`src/rtl/prom_rr_controller.sv`:
```
// Round-robin read controller sharing one registered PROM between two burst requesters.
// Issues consecutive PROM addresses, captures the returned words and tags them per requester.
module prom_rr_controller #(
    parameter int unsigned ADDR_W = 4,
    parameter int unsigned DATA_W = 4
) (
    input  logic              clock,
    input  logic              reset,
    input  logic              req0,
    input  logic [ADDR_W-1:0] addr0,
    input  logic [ADDR_W-1:0] len0,
    input  logic              req1,
    input  logic [ADDR_W-1:0] addr1,
    input  logic [ADDR_W-1:0] len1,
    output logic              gnt0,
    output logic              gnt1,
    output logic              rvalid0,
    output logic              rvalid1,
    output logic [DATA_W-1:0] rdata,
    output logic              done0,
    output logic              done1,
    output logic              busy,
    output logic [ADDR_W-1:0] rom_address,
    output logic              rom_enable,
    input  logic [DATA_W-1:0] rom_data
);

    typedef enum logic [1:0] {
        IDLE  = 2'd0,
        ISSUE = 2'd1,
        DRAIN = 2'd2
    } state_t;

    state_t state;
    state_t state_n;

    // Burst bookkeeping: owner of the active burst, issues still to go after the current one
    logic              last_served;
    logic              last_served_n;
    logic              owner;
    logic              owner_n;
    logic [ADDR_W-1:0] remain;
    logic [ADDR_W-1:0] remain_n;
    logic              pick;

    // Capture stage: describes the word the PROM presents on rom_data this cycle
    logic cap_en;
    logic cap_en_n;
    logic cap_last;
    logic cap_last_n;
    logic cap_owner;
    logic cap_owner_n;

    logic              gnt0_n;
    logic              gnt1_n;
    logic              rvalid0_n;
    logic              rvalid1_n;
    logic [DATA_W-1:0] rdata_n;
    logic              done0_n;
    logic              done1_n;
    logic              busy_n;
    logic [ADDR_W-1:0] rom_address_n;
    logic              rom_enable_n;

    // Next-state, arbitration and next-output logic
    always_comb begin
        state_n       = state;
        last_served_n = last_served;
        owner_n       = owner;
        remain_n      = remain;
        pick          = 1'b0;
        gnt0_n        = 1'b0;
        gnt1_n        = 1'b0;
        rom_enable_n  = 1'b0;
        rom_address_n = rom_address;

        cap_en_n    = rom_enable;
        cap_last_n  = rom_enable && (remain == '0);
        cap_owner_n = owner;

        rvalid0_n = cap_en && !cap_owner;
        rvalid1_n = cap_en && cap_owner;
        done0_n   = rvalid0_n && cap_last;
        done1_n   = rvalid1_n && cap_last;
        rdata_n   = cap_en ? rom_data : rdata;

        case (state)
            IDLE: begin
                if (req0 || req1) begin
                    pick          = (req0 && req1) ? !last_served : req1;
                    owner_n       = pick;
                    last_served_n = pick;
                    gnt0_n        = !pick;
                    gnt1_n        = pick;
                    rom_enable_n  = 1'b1;
                    rom_address_n = pick ? addr1 : addr0;
                    remain_n      = pick ? len1 : len0;
                    state_n       = ISSUE;
                end
            end
            ISSUE: begin
                if (remain == '0) begin
                    state_n = DRAIN;
                end else begin
                    rom_enable_n  = 1'b1;
                    rom_address_n = rom_address + ADDR_W'(1);
                    remain_n      = remain - ADDR_W'(1);
                end
            end
            DRAIN: begin
                // Last word leaves the capture stage together with done
                if (done0 || done1) begin
                    state_n = IDLE;
                end
            end
            default: begin
                state_n = IDLE;
            end
        endcase

        busy_n = (state_n != IDLE);
    end

    // State and registered outputs
    always_ff @(posedge clock) begin
        if (reset) begin
            state       <= IDLE;
            last_served <= 1'b1;
            owner       <= 1'b0;
            remain      <= '0;
            cap_en      <= 1'b0;
            cap_last    <= 1'b0;
            cap_owner   <= 1'b0;
            gnt0        <= 1'b0;
            gnt1        <= 1'b0;
            rvalid0     <= 1'b0;
            rvalid1     <= 1'b0;
            rdata       <= '0;
            done0       <= 1'b0;
            done1       <= 1'b0;
            busy        <= 1'b0;
            rom_address <= '0;
            rom_enable  <= 1'b0;
        end else begin
            state       <= state_n;
            last_served <= last_served_n;
            owner       <= owner_n;
            remain      <= remain_n;
            cap_en      <= cap_en_n;
            cap_last    <= cap_last_n;
            cap_owner   <= cap_owner_n;
            gnt0        <= gnt0_n;
            gnt1        <= gnt1_n;
            rvalid0     <= rvalid0_n;
            rvalid1     <= rvalid1_n;
            rdata       <= rdata_n;
            done0       <= done0_n;
            done1       <= done1_n;
            busy        <= busy_n;
            rom_address <= rom_address_n;
            rom_enable  <= rom_enable_n;
        end
    end

endmodule

```
`config.mk`:
```
export PLATFORM = sky130hd
export DESIGN_NAME = prom_rr_controller
export DESIGN_NICKNAME = d
export VERILOG_FILES = /design/src/rtl/prom_rr_controller.sv
export SDC_FILE = /design/constraint.sdc
export NUM_CORES = 1
export LEC_CHECK = 0
export CAP_MARGIN = 10
export CORE_MARGIN = 4
export CORE_UTILIZATION = 40
export DETAILED_ROUTE_END_ITERATION = 16
export HOLD_SLACK_MARGIN = 0.08
export PLACE_DENSITY = 0.78
export SYNTH_ARGS = -nofsm -noshare
export SYNTH_HDL_FRONTEND = slang
export SYNTH_SLANG_ARGS = --single-unit
```
`constraint.sdc`:
```
create_clock -name clock -period 1.6 [get_ports clock]
set_input_delay 0.32 -clock clock [delete_from_list [all_inputs] [get_ports clock]]
set_output_delay 0.32 -clock clock [all_outputs]
set_load 0.03 [all_outputs]
```
clock_map.png
Bar = 20 µm.
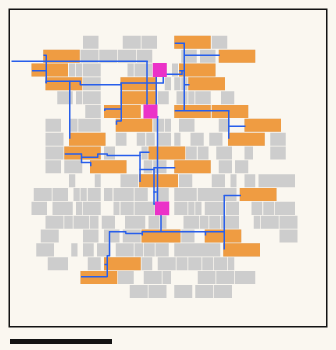
[magenta] cells driving clock nets | count: 3
[blue] clock wires | length: 276 µm
[orange] flip-flops | count: 27
routed clock nets: 4

zoom.png
Window x 32 to 62, y 1 to 31 µm. Cells in grey, sequential cells in the stronger grey; small squares are vias.
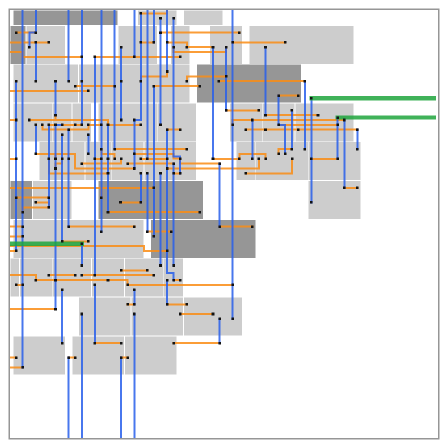
[orange] met1
[green] met3
[blue] met2
most frequent: clkdlybuf4s50_1 (7), nand2_1 (4), buf_4 (4)
sequential cells in the window: 3
cells with their middle in the window: 39
netlist names of flops here include: `remain` (2), `last_served` (1)

drive_strength.png
Bar = 20 µm.
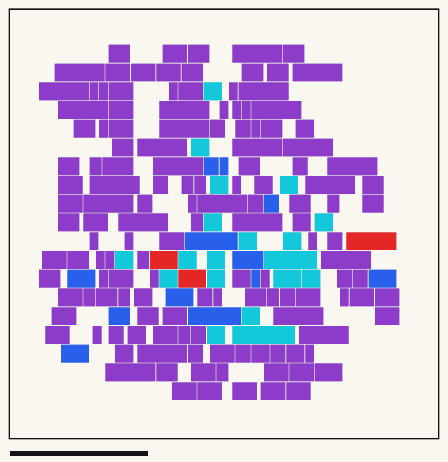
[purple] drive 1 or less | cells: 139 | most used: dfxtp_1
[red] drive 6 and up | cells: 3 | most used: buf_6
[blue] drive 2 | cells: 12 | most used: mux2_2
[cyan] drive 3 to 4 | cells: 19 | most used: buf_4

met2.png
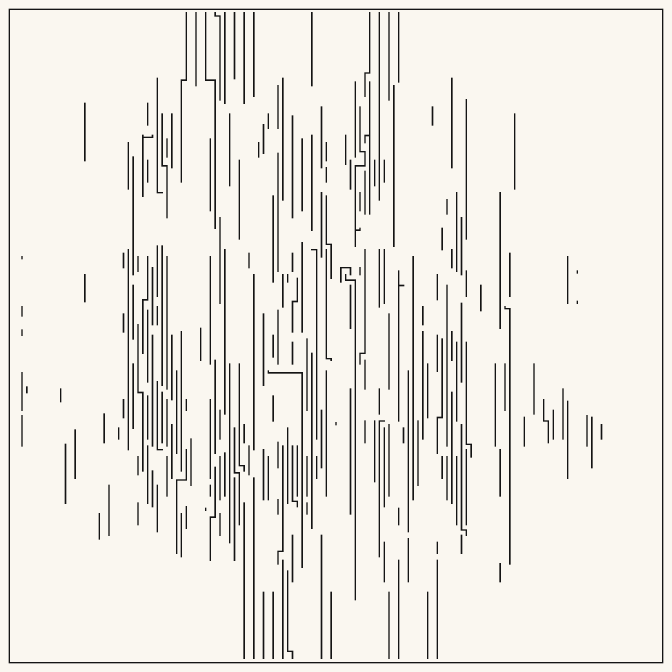
share of all routed wire: 54%
wire length on this layer: 1,520 µm
main direction: vertical
longest straight run: 30.4 µm
nets with wire on the layer: 179

==> ci_impl_report.md <==
### Metrics collected by this job

| Metric | Value |
|---|---|
| Crit path DAT | `1840 ps` |
| FF/Latch Area | `543.0 µm²` |
| DRT antenna net count | `0` |
| Hold WS | `474.7 ps` |
| CP Capture Point | `rom_address[1]` |
| Design area | `1725 µm²` |
| Most Crowded Layer GR | `met2` |
| Vias per inst | `5.186` |
| Drt initial violations | `32` |
| Largest net degree at the start of global routing | `17` |
| Layout Skew | `4.303 ps` |
| Root buf cell | `clkbuf_4` |
| Met3 wire len | `104 µm` |
| Tool warning count | `27` |
| Mapped Cells | `121` |
| Worst hold endpoint | `done0` |
| Worst Setup SP | `remain[1]` |
| Crit path DRT | `1840 ps` |
| GP Congestion | `0.8131` |
| Ports | `40` |
| Fill count | `227` |
| Yosys cell types | `41` |
| Post-CTS Resized | `16` |
| H-Tree Level Count | `1` |
| Global routing usage on met2 | `26.68%` |
| Worst skew pair latency | `330 ps` |
| Final Cycle Share | `100.1%` |
| TritonCTS clock tree | `yes` |
| Violated checks | `negative setup slack` |
| Final nets | `200` |
| Yosys reg bits | `27` |
| RR Endpoint | `rom_address[1]` |
| Min Clock Period, post-route | `1601 ps` |
| Met1 Usage GRT | `17.38%` |
| Die height | `62.11 µm` |
| # setup viols final | `1` |
| Die Size | `3858 µm²` |
| # DRC | `0` |
| Pre-CTS worst setup slack | `-215.4 ps` |
| P&R area growth vs syn | `47.33%` |
| Top cells excl fill/tap | `25 x dfxtp_1, 23 x clkdlybuf4s50_1, 16 x dlygate4sd2_1, 15 x nor2_1, 12 x buf_4` |
| Floorplan row count | `19` |
| Post-synth EDFFs | `0` |
| Post-route setup slack | `-1.236 ps` |
| Outcome | `finished with violations` |
| Clk sink count | `27` |
area by class of cell:
| type | instances | area share [%] |
|---|---|---|
| timing repair buffer | 54 | 29.15 |
| sequential | 27 | 31.47 |
| tap | 31 | 2.248 |
| inverter | 2 | 0.4351 |
| clock inverter | 1 | 0.4351 |
| multi-input combinational | 86 | 34.95 |
| clock buffer | 3 | 1.305 |
kinds of logic after synthesis:
logic type	synth area share [%]
fa+ha+maj	2.136
flops	46.15
compound gates	15.60
simple gates	23.50
mux	8.974
buf+inv	3.632
synth_stat cells (2+ instances only):
cell type | instances | area share (%)
dfxtp_1 | 27 | 46
nor2_1 | 15 | 4.8
nand2_1 | 9 | 2.9
mux2i_1 | 6 | 5.1
a21oi_1 | 5 | 2.1
nor2b_1 | 5 | 2.7
a211oi_1 | 4 | 2.6
nand2b_1 | 4 | 2.1
nand3_1 | 4 | 1.7
a31oi_1 | 3 | 1.6
mux2_2 | 3 | 2.9
a211o_1 | 2 | 1.5
a221o_1 | 2 | 1.7
and2_1 | 2 | 1.1
clkbuf_1 | 2 | 0.64
ha_1 | 2 | 2.1
inv_1 | 2 | 0.64
state kept, by name (all words and copies together), names as in the netlist:
signal       cells
state            2
cap_en           1
done1            1
rvalid0          1
cap_owner        1
rdata            4
done0            1
remain           4
rom_enable       1
rom_address      4
gnt0             1
gnt1             1
cap_last         1
rvalid1          1
cap_owner_n      1
busy             1
last_served      1
power breakdown:
part | switching [µW] | internal, µW | total, µW
clock network | 206 | 95.7 | 302
logic | 476 | 480 | 956
registers | 87.8 | 784 | 872
total | 770 | 1360 | 2130
worst max-delay path, stage by stage, from the launching register on:
cell	delay, ps
dfxtp_2	360
inv_2	70
ha_4	130
or3b_4	390
a22oi_4	230
buf_4	170
a211o_1	100
a21oi_1	60
No activity file was given, so power comes from the tool's default toggle rates.
